Figure 1. M3 wires (run 1).
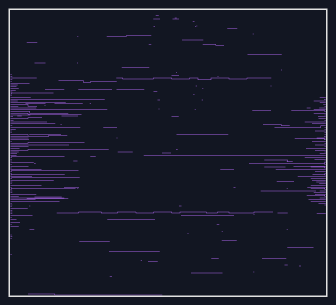
Figure 2. Wire density map (run 1).
24 x 22 tiles, from black (low) to pale yellow (high), scaled to the fullest tile. Values are wire area over tile area, all layers added.
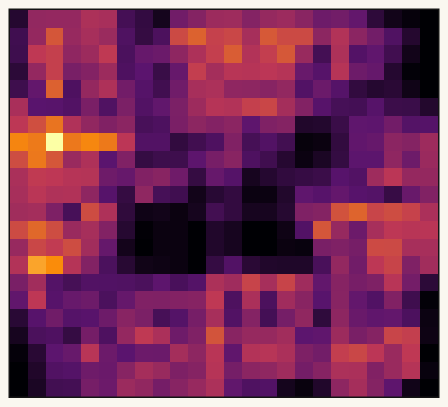
Figure 3. Cell placement (run 1).
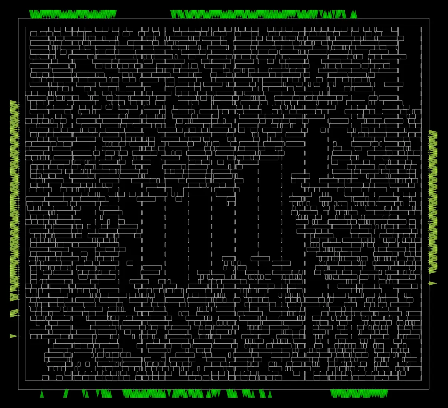
Figure 4. Register map, names as in the netlist (run 1).
Other sequential cells in the stronger grey, the rest of the logic in the fainter grey.
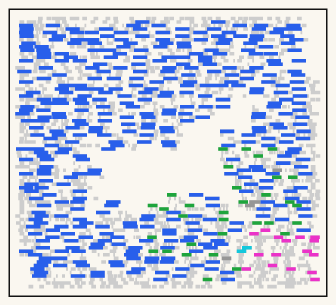
File: config.mk
export PLATFORM = sky130hd
export DESIGN_NAME = pipe_stage_buf
export DESIGN_NICKNAME = d
export VERILOG_FILES = /design/src/rtl/pipe_stage_buf.sv
export SDC_FILE = /design/constraint.sdc
export NUM_CORES = 1
export LEC_CHECK = 0
export CAP_MARGIN = 20
export CORE_ASPECT_RATIO = 0.9
export CORE_MARGIN = 4
export CORE_UTILIZATION = 35
export CTS_BUF_LIST = sky130_fd_sc_hd__clkbuf_8
export CTS_CLUSTER_SIZE = 20
export DETAILED_ROUTE_END_ITERATION = 10
export PLACE_DENSITY_LB_ADDON = 0.12
export SYNTH_ARGS = -nofsm -noshare
export SYNTH_HDL_FRONTEND = slang
export SYNTH_SLANG_ARGS = --single-unit
File: constraint.sdc
create_clock -name clk -period 16.06 [get_ports clk]
set_input_delay 3.212 -clock clk [delete_from_list [all_inputs] [get_ports clk]]
set_output_delay 3.212 -clock clk [all_outputs]
set_load 0.005 [all_outputs]
File: src/rtl/pipe_stage_buf.sv
// Elastic inter-stage register: DEPTH-entry valid/ready buffer with exception merge, PC-carrying bubbles and flush.
// Head is visible with zero latency; in_ready = not-full OR out_ready, so a full buffer still sustains one entry per cycle.
module pipe_stage_buf #(
  parameter int              DATA_W     = 128,
  parameter int              PC_W       = 32,
  parameter int              EXC_W      = 5,
  parameter int              DEPTH      = 2,
  parameter logic [PC_W-1:0] RESET_PC   = 32'h0000_0000,
  parameter logic [PC_W-1:0] HANDLER_PC = 32'h0000_4180,
  parameter int              CNT_W      = 16
) (
  input  logic                       clk,
  input  logic                       reset,
  input  logic                       in_valid,
  output logic                       in_ready,
  input  logic [PC_W-1:0]            in_pc,
  input  logic [31:0]                in_instr,
  input  logic [DATA_W-1:0]          in_data,
  input  logic [EXC_W-1:0]           in_exc,
  input  logic [EXC_W-1:0]           in_cu_exc,
  input  logic                       in_isdb,
  input  logic                       in_branch,
  input  logic                       stall,
  input  logic                       int_req,
  output logic                       out_valid,
  input  logic                       out_ready,
  output logic [PC_W-1:0]            out_pc,
  output logic [31:0]                out_instr,
  output logic [DATA_W-1:0]          out_data,
  output logic [EXC_W-1:0]           out_exc,
  output logic                       out_isdb,
  output logic                       out_branch,
  output logic [$clog2(DEPTH+1)-1:0] count,
  output logic [CNT_W-1:0]           bubble_cnt
);

  localparam int CW = $clog2(DEPTH + 1);
  localparam int PW = (DEPTH > 1) ? $clog2(DEPTH) : 1;

  typedef struct packed {
    logic [PC_W-1:0]   pc;
    logic [31:0]       instr;
    logic [DATA_W-1:0] data;
    logic [EXC_W-1:0]  exc;
    logic              isdb;
    logic              branch;
  } entry_t;

  entry_t            mem_q [DEPTH];
  entry_t            in_entry;
  entry_t            head;

  logic [PW-1:0]     rd_ptr_q, rd_ptr_d;
  logic [PW-1:0]     wr_ptr_q, wr_ptr_d;
  logic [CW-1:0]     count_q, count_d;
  logic [PC_W-1:0]   bub_pc_q, bub_pc_d;
  logic              bub_isdb_q, bub_isdb_d;
  logic [CNT_W-1:0]  bub_cnt_q, bub_cnt_d;

  logic              push;
  logic              pop;
  logic              cu_hit;

  function automatic logic [PW-1:0] ptr_inc(input logic [PW-1:0] p);
    return (p == PW'(DEPTH - 1)) ? '0 : p + PW'(1);
  endfunction

  assign out_valid = (count_q != '0);
  assign in_ready  = (count_q < CW'(DEPTH)) | out_ready;
  assign push      = in_valid & in_ready & ~stall & ~int_req;
  assign pop       = out_valid & out_ready & ~int_req;

  // A decoder-raised exception overrides the inherited code and kills the instruction word.
  assign cu_hit = (in_cu_exc != '0);

  always_comb begin
    in_entry        = '0;
    in_entry.pc     = in_pc;
    in_entry.instr  = cu_hit ? 32'd0 : in_instr;
    in_entry.data   = in_data;
    in_entry.exc    = cu_hit ? in_cu_exc : in_exc;
    in_entry.isdb   = in_isdb;
    in_entry.branch = in_branch;
  end

  always_comb begin
    rd_ptr_d   = rd_ptr_q;
    wr_ptr_d   = wr_ptr_q;
    count_d    = count_q;
    bub_pc_d   = bub_pc_q;
    bub_isdb_d = bub_isdb_q;
    if (int_req) begin
      rd_ptr_d   = '0;
      wr_ptr_d   = '0;
      count_d    = '0;
      bub_pc_d   = HANDLER_PC;
      bub_isdb_d = 1'b0;
    end else begin
      if (push) wr_ptr_d = ptr_inc(wr_ptr_q);
      if (pop)  rd_ptr_d = ptr_inc(rd_ptr_q);
      case ({push, pop})
        2'b10:   count_d = count_q + CW'(1);
        2'b01:   count_d = count_q - CW'(1);
        default: count_d = count_q;
      endcase
      // A stalled slot keeps its EPC and delay-slot status for precise exceptions.
      if (stall && in_valid) begin
        bub_pc_d   = in_pc;
        bub_isdb_d = in_isdb;
      end
    end
  end

  always_comb begin
    bub_cnt_d = bub_cnt_q;
    if (!out_valid && (bub_cnt_q != '1)) bub_cnt_d = bub_cnt_q + CNT_W'(1);
  end

  always_ff @(posedge clk) begin
    if (reset) begin
      rd_ptr_q   <= '0;
      wr_ptr_q   <= '0;
      count_q    <= '0;
      bub_pc_q   <= RESET_PC;
      bub_isdb_q <= 1'b0;
      bub_cnt_q  <= '0;
    end else begin
      rd_ptr_q   <= rd_ptr_d;
      wr_ptr_q   <= wr_ptr_d;
      count_q    <= count_d;
      bub_pc_q   <= bub_pc_d;
      bub_isdb_q <= bub_isdb_d;
      bub_cnt_q  <= bub_cnt_d;
    end
  end

  // Storage is never reset; out_valid masks stale contents.
  always_ff @(posedge clk) begin
    if (push) mem_q[wr_ptr_q] <= in_entry;
  end

  assign head = mem_q[rd_ptr_q];

  always_comb begin
    out_pc     = bub_pc_q;
    out_instr  = 32'd0;
    out_data   = '0;
    out_exc    = '0;
    out_isdb   = bub_isdb_q;
    out_branch = 1'b0;
    if (out_valid) begin
      out_pc     = head.pc;
      out_instr  = head.instr;
      out_data   = head.data;
      out_exc    = head.exc;
      out_isdb   = head.isdb;
      out_branch = head.branch;
    end
  end

  assign count      = count_q;
  assign bubble_cnt = bub_cnt_q;

endmodule

==> Changelog: implementation, run 1 <==
## Flow update

- Layout cells sized above 1: 0.0711
- Worst hold start: bub_pc_q[9]$_SDFFE_PP0N_
- Power share of the clock group: 0.395
- Post-CTS setup buffers: 0
- Post-Synth AOI/OAI Area: 0.0310
- Worst flop-to-flop path startpoint: count[1]$_SDFFE_PP0P_
- Pint: between 1500 and 2000 uW
- Xor/xnor share: 0.00250
- Arrival time worst endpoint: approximately 4.3 ns
- Number of I/O pins: 429
- CTS Buffer Depth: 3
- Grt total ovfl: 0
- Final setup violation count: 0
- Sw frac: 0.221
- Cell area leaders: edfxtp_1, mux2i_1, dfxtp_1
- Post-CTS Resized: 0
- Clock Skew: 0.0209 ns
- Hold Path Class: flop to flop
- Die Width: around 240 um
- Initial Utilization: 0.355
- Status: complete, no violations
- Dominant cell type by area after synthesis: edfxtp_1
- Slowest Stage Delay on Critical Path: approximately 0.51 ns
- Top Usage Layer GRT: met2
- Final tally of hold violations: 0
- CP top delay family: buffers and inverters
- Final instance area: between 0.02 and 0.025 mm2
- Met1 usage: 0.208
- Buf/Inv on CP: 2
- Reg2reg path depth: 5
- DR pass1 iterations: 4
- Yosys synthesis chip area: around 0.017 mm2
- Routed Antenna Nets: 0
- Slowest cell on the critical path: clkdlybuf4s50_1
- Syn_area_per_cell: around 15 um2
- Max Slew Vio Count: 0
- Critical R2R Capture: mem_q[1][86]$_DFFE_PP_
- Area leader share: 0.683
- Top pwr grp: sequential cells
Notes on Figure 1 above:
- nets with wire on the layer: 183
- longest straight run: 140 um
DR vias: 11100
drt total wl: 47100 um

Notes on Figure 2 above:
- nearly empty tiles: 4.4%
- tiles over half the peak: 12%
- mean over tiles: 0.14
- emptiest ninth of the die: centre
- fullest tile: 0.47

Notes on Figure 3 above:
final std cells w/o fill: 2380
fillers: 4437

Notes on Figure 4 above:
- magenta: `bubble_cnt` (placed flops 16; where lower right)
- blue: `mem_q` (placed flops 398; where all over the die)
- green: `bub_pc_q` (placed flops 32)
- cyan: `count` (placed flops 2)
- not coloured: 4
fraction of area in registers: 0.545
Core Util, Final: 0.486
FF/Latch Area: 0.0130 mm2
P_seq: 1300 uW

==> run 1: worst max path at each step <==
stage | startpoint | end | slack [ns]
floorplan | out_ready | mem_q[0][0]$_DFFE_PP_ | 3.53
global placement | out_ready | in_ready | 8.51
detailed placement | out_ready | in_ready | 8.51
CTS | flop | out_pc[29] | 8.39
global route | out_ready | in_ready | 8.48
finish | out_ready | in_ready | 8.51
==> run 1: layer usage <==
metal  share of wire  vias up
li1                -     5250
met1            0.41     5438
met2            0.48      286
met3           0.074       93
met4           0.027       12
met5          0.0017        -
==> run 1: cells in the final DEF, fill, tap and decap left out, types with 3 or more instances in the layout <==
master             n
nor2_4             3
mux2i_1          201
diode_2            7
nor2_1           176
clkinv_1          13
clkdlybuf4s50_1  428
inv_6              4
o31ai_1            5
or3_1              5
clkinv_2           6
buf_4             15
edfxtp_1         398
nand2_1          110
o21ai_0           38
and2_1            33
xor2_1             3
a31oi_1            5
or4_1              6
nand2b_1           3
inv_1             39
and3_1             3
clkbuf_8          79
a21o_1             5
a21oi_1           41
dfxtp_1           53
==> run 1: sequential cells by signal, indices dropped and copies added (netlist names), named ones only <==
register / flops
mem_q: 398
bub_pc_q: 32
bubble_cnt: 16
count: 2
bub_isdb_q: 1
rd_ptr_q: 1
wr_ptr_q: 1
==> run 1: area by class of cell <==
class / count / area, um2 / share of cell area
Antenna cell: 7 / 17.5 / 0.000733
Clock buffer: 79 / 1090 / 0.0455
Clock inverter: 60 / 294 / 0.0123
Inverter: 6 / 22.5 / 0.000942
Multi-Input combinational cell: 661 / 4190 / 0.175
Sequential cell: 452 / 13000 / 0.545
Tap cell: 671 / 840 / 0.0351
Timing Repair Buffer: 444 / 4420 / 0.185
## Run 2: what changed since run 1
==> constraint.sdc (replaced) <==
create_clock -name clk -period 6.91 [get_ports clk]
set_input_delay 1.382 -clock clk [delete_from_list [all_inputs] [get_ports clk]]
set_output_delay 1.382 -clock clk [all_outputs]
set_load 0.005 [all_outputs]
==> Changelog: implementation, run 2 <==
## Flow update

- Post-Synth AOI/OAI Area: 0.0310 (unchanged)
- Routed len/inst: roughly 19 um
- Power share of the clock group: 0.398 (+0.003)
- Xor/xnor share: 0.00250 (unchanged)
- Routed Antenna Nets: 0 (unchanged)
- Top cell excl fill/tap: clkdlybuf4s50_1
- Arrival time worst endpoint: 2.93 ns (-1.40 ns)
- Seq pwr share: 0.546
- Post-CTS setup buffers: 0 (unchanged)
- Final tally of hold violations: 0 (unchanged)
- Yosys synthesis chip area: 0.0175 mm2 (unchanged)
- Dominant cell type by area after synthesis: edfxtp_1
- Drt total wl: 45900 um (-2.4%)
- Status: complete, no violations
- Biggest register: mem_q
- Die Width: 244 um (unchanged)
- Most frequent cells in the layout: clkdlybuf4s50_1, edfxtp_1, mux2i_1, nor2_1, nand2_1
- Final std cells w/o fill: 2372 (-0.34%)
- Slowest Stage Delay on Critical Path: 0.55 ns (+0.04 ns)
- Combinational Power Share: 0.056
- Final instance area: 0.0240 mm2 (+0.25%)
- Clock Skew: 0.0152 ns (-0.00573 ns)
- NetSw: around 1200 uW
- Cell area leaders: edfxtp_1, mux2i_1, dfxtp_1
- Layout cells sized above 1: 0.0732 (+0.00206)
- Grt total ovfl: 0 (unchanged)
- CTS Buffer Depth: 3 (unchanged)
- Area leader share: 0.683 (unchanged)
- Fin worst setup slack: roughly 2.6 ns
- Worst flop-to-flop path startpoint: count[1]$_SDFFE_PP0P_
- Hold Path Class: flop to flop
- Critical R2R Capture: mem_q[0][108]$_DFFE_PP_
- Final setup violation count: 0 (unchanged)
- Inst Count DP: 2229
- Core Util, Final: 0.487 (+0.00122)
- Max Slew Vio Count: 0 (unchanged)
- Slowest cell on the critical path: dfxtp_4
- RSZ-0062 raised after global routing: false
- DR pass1 iterations: 5 (+1)
- Largest register FFs: 398 (unchanged)
- Reg2reg path depth: 5 (unchanged)
- Initial Utilization: 0.355 (unchanged)
- Crit Path Max Fanout: about 100
- DR vias: 11000 (-0.84%)
- Post-CTS Resized: 0 (unchanged)
- Worst hold start: bub_pc_q[13]$_SDFFE_PP0N_
[run 2: cell count changes in the layout (fill, tap and decap cells not counted)]
cell | previous run | this run
buf_4 | 15 | 5
clkbuf_8 | 79 | 86
clkinv_2 | 6 | 8
clkinv_1 | 13 | 15
inv_1 | 39 | 27
diode_2 | 7 | 6
clkinvlp_4 | 2 | 3
buf_12 | 1 | 6
inv_6 | 4 | 3
bufinv_16 | 1 | 0
[run 2: worst max-delay path by stage]
stage                    from  depth (start not counted)                      to  slack, ns
floorplan           out_ready                          3   mem_q[1][0]$_DFFE_PP_      -0.45
global placement    out_ready                          6  mem_q[0][77]$_DFFE_PP_       2.72
detailed placement  out_ready                          6  mem_q[0][77]$_DFFE_PP_       2.71
CTS                      flop                          4               out_pc[0]       2.49
global route             flop                          4               out_pc[2]       2.45
finish                   flop                          4            out_data[44]       2.60
[run 2: metal layers]
metal | track usage | wire length, um
met3 | 0.0558 | 2940
met5 | 0 | 22
met2 | 0.275 | 23000
met4 | 0.0595 | 977
met1 | 0.204 | 19000
[run 2: power by group through the flow]
stage	registers (uW)	logic (uW)	clock network, uW
6_report	3030	309	2210
5_1_grt	3030	335	2430
4_1_cts	3030	315	2310
3_5_place_dp	3080	313	0
3_3_place_gp	3080	309	0
2_1_floorplan	3090	90.1	0
[run 2: layout make-up]
cell class / instances / area (um2)
Fill cell: 4391 / 25300
Clock buffer: 86 / 1180
Multi-Input combinational cell: 661 / 4190
Tap cell: 671 / 840
Inverter: 6 / 22.5
Antenna cell: 6 / 15.0
Timing Repair Buffer: 439 / 4440
Sequential cell: 452 / 13000
Clock inverter: 51 / 235
[run 2: critical path: cells and delay by family, from the launching register on]
kind	cells	cell delay [ns]
buf+inv	2	1.03
flops	1	0.55
mux	1	0.41
simple gates	1	0.08
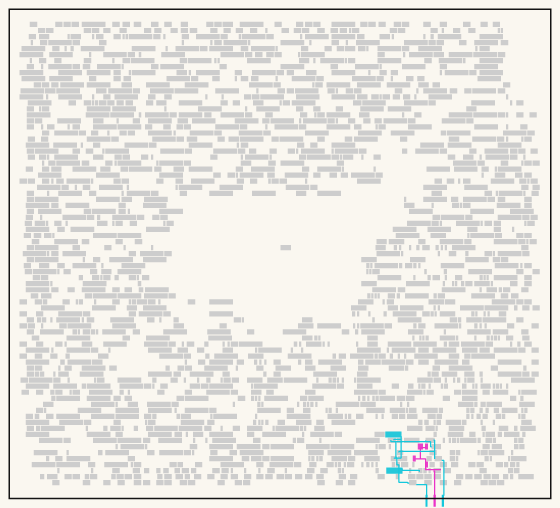
Figure 5: run 2, I/O nets highlighted.
- magenta: `int_req` (bits 1; direction input; edge bottom; end cells 4; buffers 1; wire 36.4 um)
- cyan: `count` (bits 2; direction output; edge bottom; end cells 2; buffers 2; wire 127 um)
number of I/O pins: 429
Port Buffer Count: 428

## Run 3: what changed since run 2
==> constraint.sdc (replaced) <==
create_clock -name clk -period 4.3 [get_ports clk]
set_input_delay 0.86 -clock clk [delete_from_list [all_inputs] [get_ports clk]]
set_output_delay 0.86 -clock clk [all_outputs]
set_load 0.005 [all_outputs]
==> Changelog: implementation, run 3 <==
## Flow update

- Status: complete, no violations
- Top cell excl fill/tap: clkdlybuf4s50_1
- Dominant cell type by area after synthesis: edfxtp_1
- Buf/Inv on CP: 2 (unchanged)
- GP Congestion: a little under 0.8
- Slowest Stage Delay on Critical Path: 0.65 ns (+0.10 ns)
- Combinational Power Share: 0.057 (about the same)
- CTS Sinks: 452
- Routed vias/inst: about 4.6
- Power share of the clock group: 0.402 (+0.004)
- Slowest cell on the critical path: dfxtp_4
- Crit Path Max Fanout: 53 (-48%)
- Synth Warn #: 0
- Yosys stat cell total: between 1000 and 1500
- Number of I/O pins: 429 (unchanged)
- DP Area: 0.0227 mm2
- Post-CTS Resized: 0 (unchanged)
- NetSw: 2000 uW (+65%)
- Fin worst setup slack: 0.603 ns (-2.00 ns)
- Post-synth seq share: 0.745
- Grt total ovfl: 0 (unchanged)
- Pint: about 7000 uW
- Syn-to-layout area delta: 38.2%
- Tool Warnings: 30
- Metal3 WL: 3040 um (+3.4%)
- Synth top cells by count: edfxtp_1, mux2i_1, nor2_1
- RSZ-0062 raised after global routing: false
- Max Slew Vio Count: 0 (unchanged)
- Area leader share: 0.683 (unchanged)
- Inst Count DP: 2238 (+0.40%)
- Grt met3 use: 0.0616 (+0.00572)
- Die height: 220 um
- Final setup violation count: 0 (unchanged)
- Leakage: 0.00771 uW
- Drt total wl: 46700 um (+1.7%)
- Power per cell area: between 300 and 400 mW/mm2
- Flops out of synthesis: 452
- Met2 wire length: 23200 um (+0.81%)
- CTS Buffer Depth: 3 (unchanged)
- Post-CTS setup buffers: 0 (unchanged)
- Cell area leaders: edfxtp_1, mux2i_1, dfxtp_1
- Yosys synthesis chip area: 0.0175 mm2 (unchanged)
- Die Width: 244 um (unchanged)
- DR vias: 11100 (+0.76%)
- Met1 usage: 0.207 (+0.00244)
- Worst flop-to-flop path startpoint: count[1]$_SDFFE_PP0P_
- Seq pwr share: 0.541 (-0.005)
- # hold bufs at CTS: 0
- Routed len/inst: 19.6 um (+1.2%)
- Top Usage Layer GRT: met2
- GR Layer Usage met2: 0.284 (+0.00876)
- WHS Path Cells: 2
- Worst R2R Setup Slack: between 1.5 and 2 ns
- CP top delay family: buffers and inverters
- Die ar.: about 0.054 mm2
- Pin count of the biggest net entering global routing: approximately 120
- Arrival time worst endpoint: 2.84 ns (-0.09 ns)
- Met1 wire length: 19300 um (+1.6%)
- Critical R2R Capture: count[1]$_SDFFE_PP0P_
- Cells after synthesis: 1184
- Nets: roughly 1900
- Cell Type Count: 37
- Largest register FFs: 398 (unchanged)
- Initial Utilization: 0.355 (unchanged)
- CTS H-tree depth: 3
- Pre-CTS setup slack: ~1.2 ns
- Clock Skew: 0.0287 ns (+0.0135 ns)
- Period utilization: 0.860
- Reg2reg path depth: 8 (+3)
- Port Buffer Count: 428 (unchanged)
- Max Fclk: roughly 270 MHz
- CP Capture Type: output pin
- Hold Path Class: flop to flop
- Most frequent cells in the layout: clkdlybuf4s50_1, edfxtp_1, mux2i_1, nor2_1, nand2_1
- Top routing layer in use: met5
- Count of library flops with an enable pin: a little under 400
- Mapped Area: roughly 0.017 mm2
- Final tally of hold violations: 0 (unchanged)
- Post-synth ARST share: 0
- DR pass1 iterations: 5 (unchanged)
- Sw frac: 0.222
- Worst hold start: bub_pc_q[24]$_SDFFE_PP0N_
- CTS tree: done
- First-pass GRT wire length: roughly 70000 um
- Biggest register: mem_q
- CTS Root Cell: clkbuf_8
- Final instance area: 0.0242 mm2 (+0.83%)
- Initial antenna violation count: 8
- Routed Antenna Nets: 0 (unchanged)
- Layout cells sized above 1: 0.0756 (+0.00246)
-- run 3: cell counts after synthesis --
No cell type changed its count.
-- run 3: power groups by stage --
stage               Combinational (uW)  Clock, uW  Sequential (uW)
finish                             509       3620             4870
global route                       552       3980             4870
CTS                                519       3770             4870
detailed placement                 516          0             4960
global placement                   509          0             4950
floorplan                          146          0             4960
-- run 3: final cells by class --
| cell class | instances | area (um2) |
|---|---|---|
| flip-flops and latches | 452 | 13000 |
| fillers | 4401 | 25100 |
| clock buffers | 83 | 1140 |
| repair buffers | 448 | 4600 |
| clock inverters | 56 | 297 |
| well taps | 671 | 840 |
| inverters | 6 | 22.5 |
| diodes | 5 | 12.5 |
| multi-input cells | 661 | 4220 |
-- run 3: cell families (layout without fill, tap and decap cells) --
family,after synthesis,count (layout),synth area share
flip-flops,452,452,0.745
AND/OR/NAND/NOR,353,353,0.0877
multiplexers,202,202,0.116
AND-OR/OR-AND,99,99,0.0310
buffers and inverters,71,593,0.0164
XOR/XNOR,5,5,0.00250
adder cells (fa/ha/maj),2,2,0.00143
other,0,5,0
-- run 3: how the worst max path moves through the flow --
stage                             to  depth (start not counted)
2_1_floorplan  mem_q[1][0]$_DFFE_PP_                          3
3_3_place_gp              out_pc[13]                          4
3_5_place_dp              out_pc[13]                          4
4_1_cts                   out_pc[13]                          4
5_1_grt                   out_pc[13]                          4
6_report                   out_pc[9]                          4
-- run 3: through the flow --
step                hold slack [ns]   util
CTS                           0.456  0.491
detailed placement            0.447  0.461
global route                  0.471  0.491
finish                        0.455  0.491
floorplan                     0.437      -
global placement              0.442  0.461
-- run 3: worst min-delay path, cell delays in order, from the launching register on --
cell	delay (ns)
dfxtp_1	0.31
nand2_1	0.05
a21oi_1	0.05
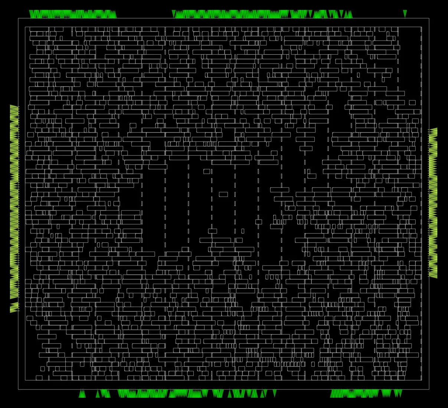
Figure 6: run 3, cell placement.
Core ar.: 0.0492 mm2
final std cells w/o fill: 2382
fraction of area in registers: 0.539
FFs & Latches: 452

No activity file was given, so power comes from the tool's default toggle rates.
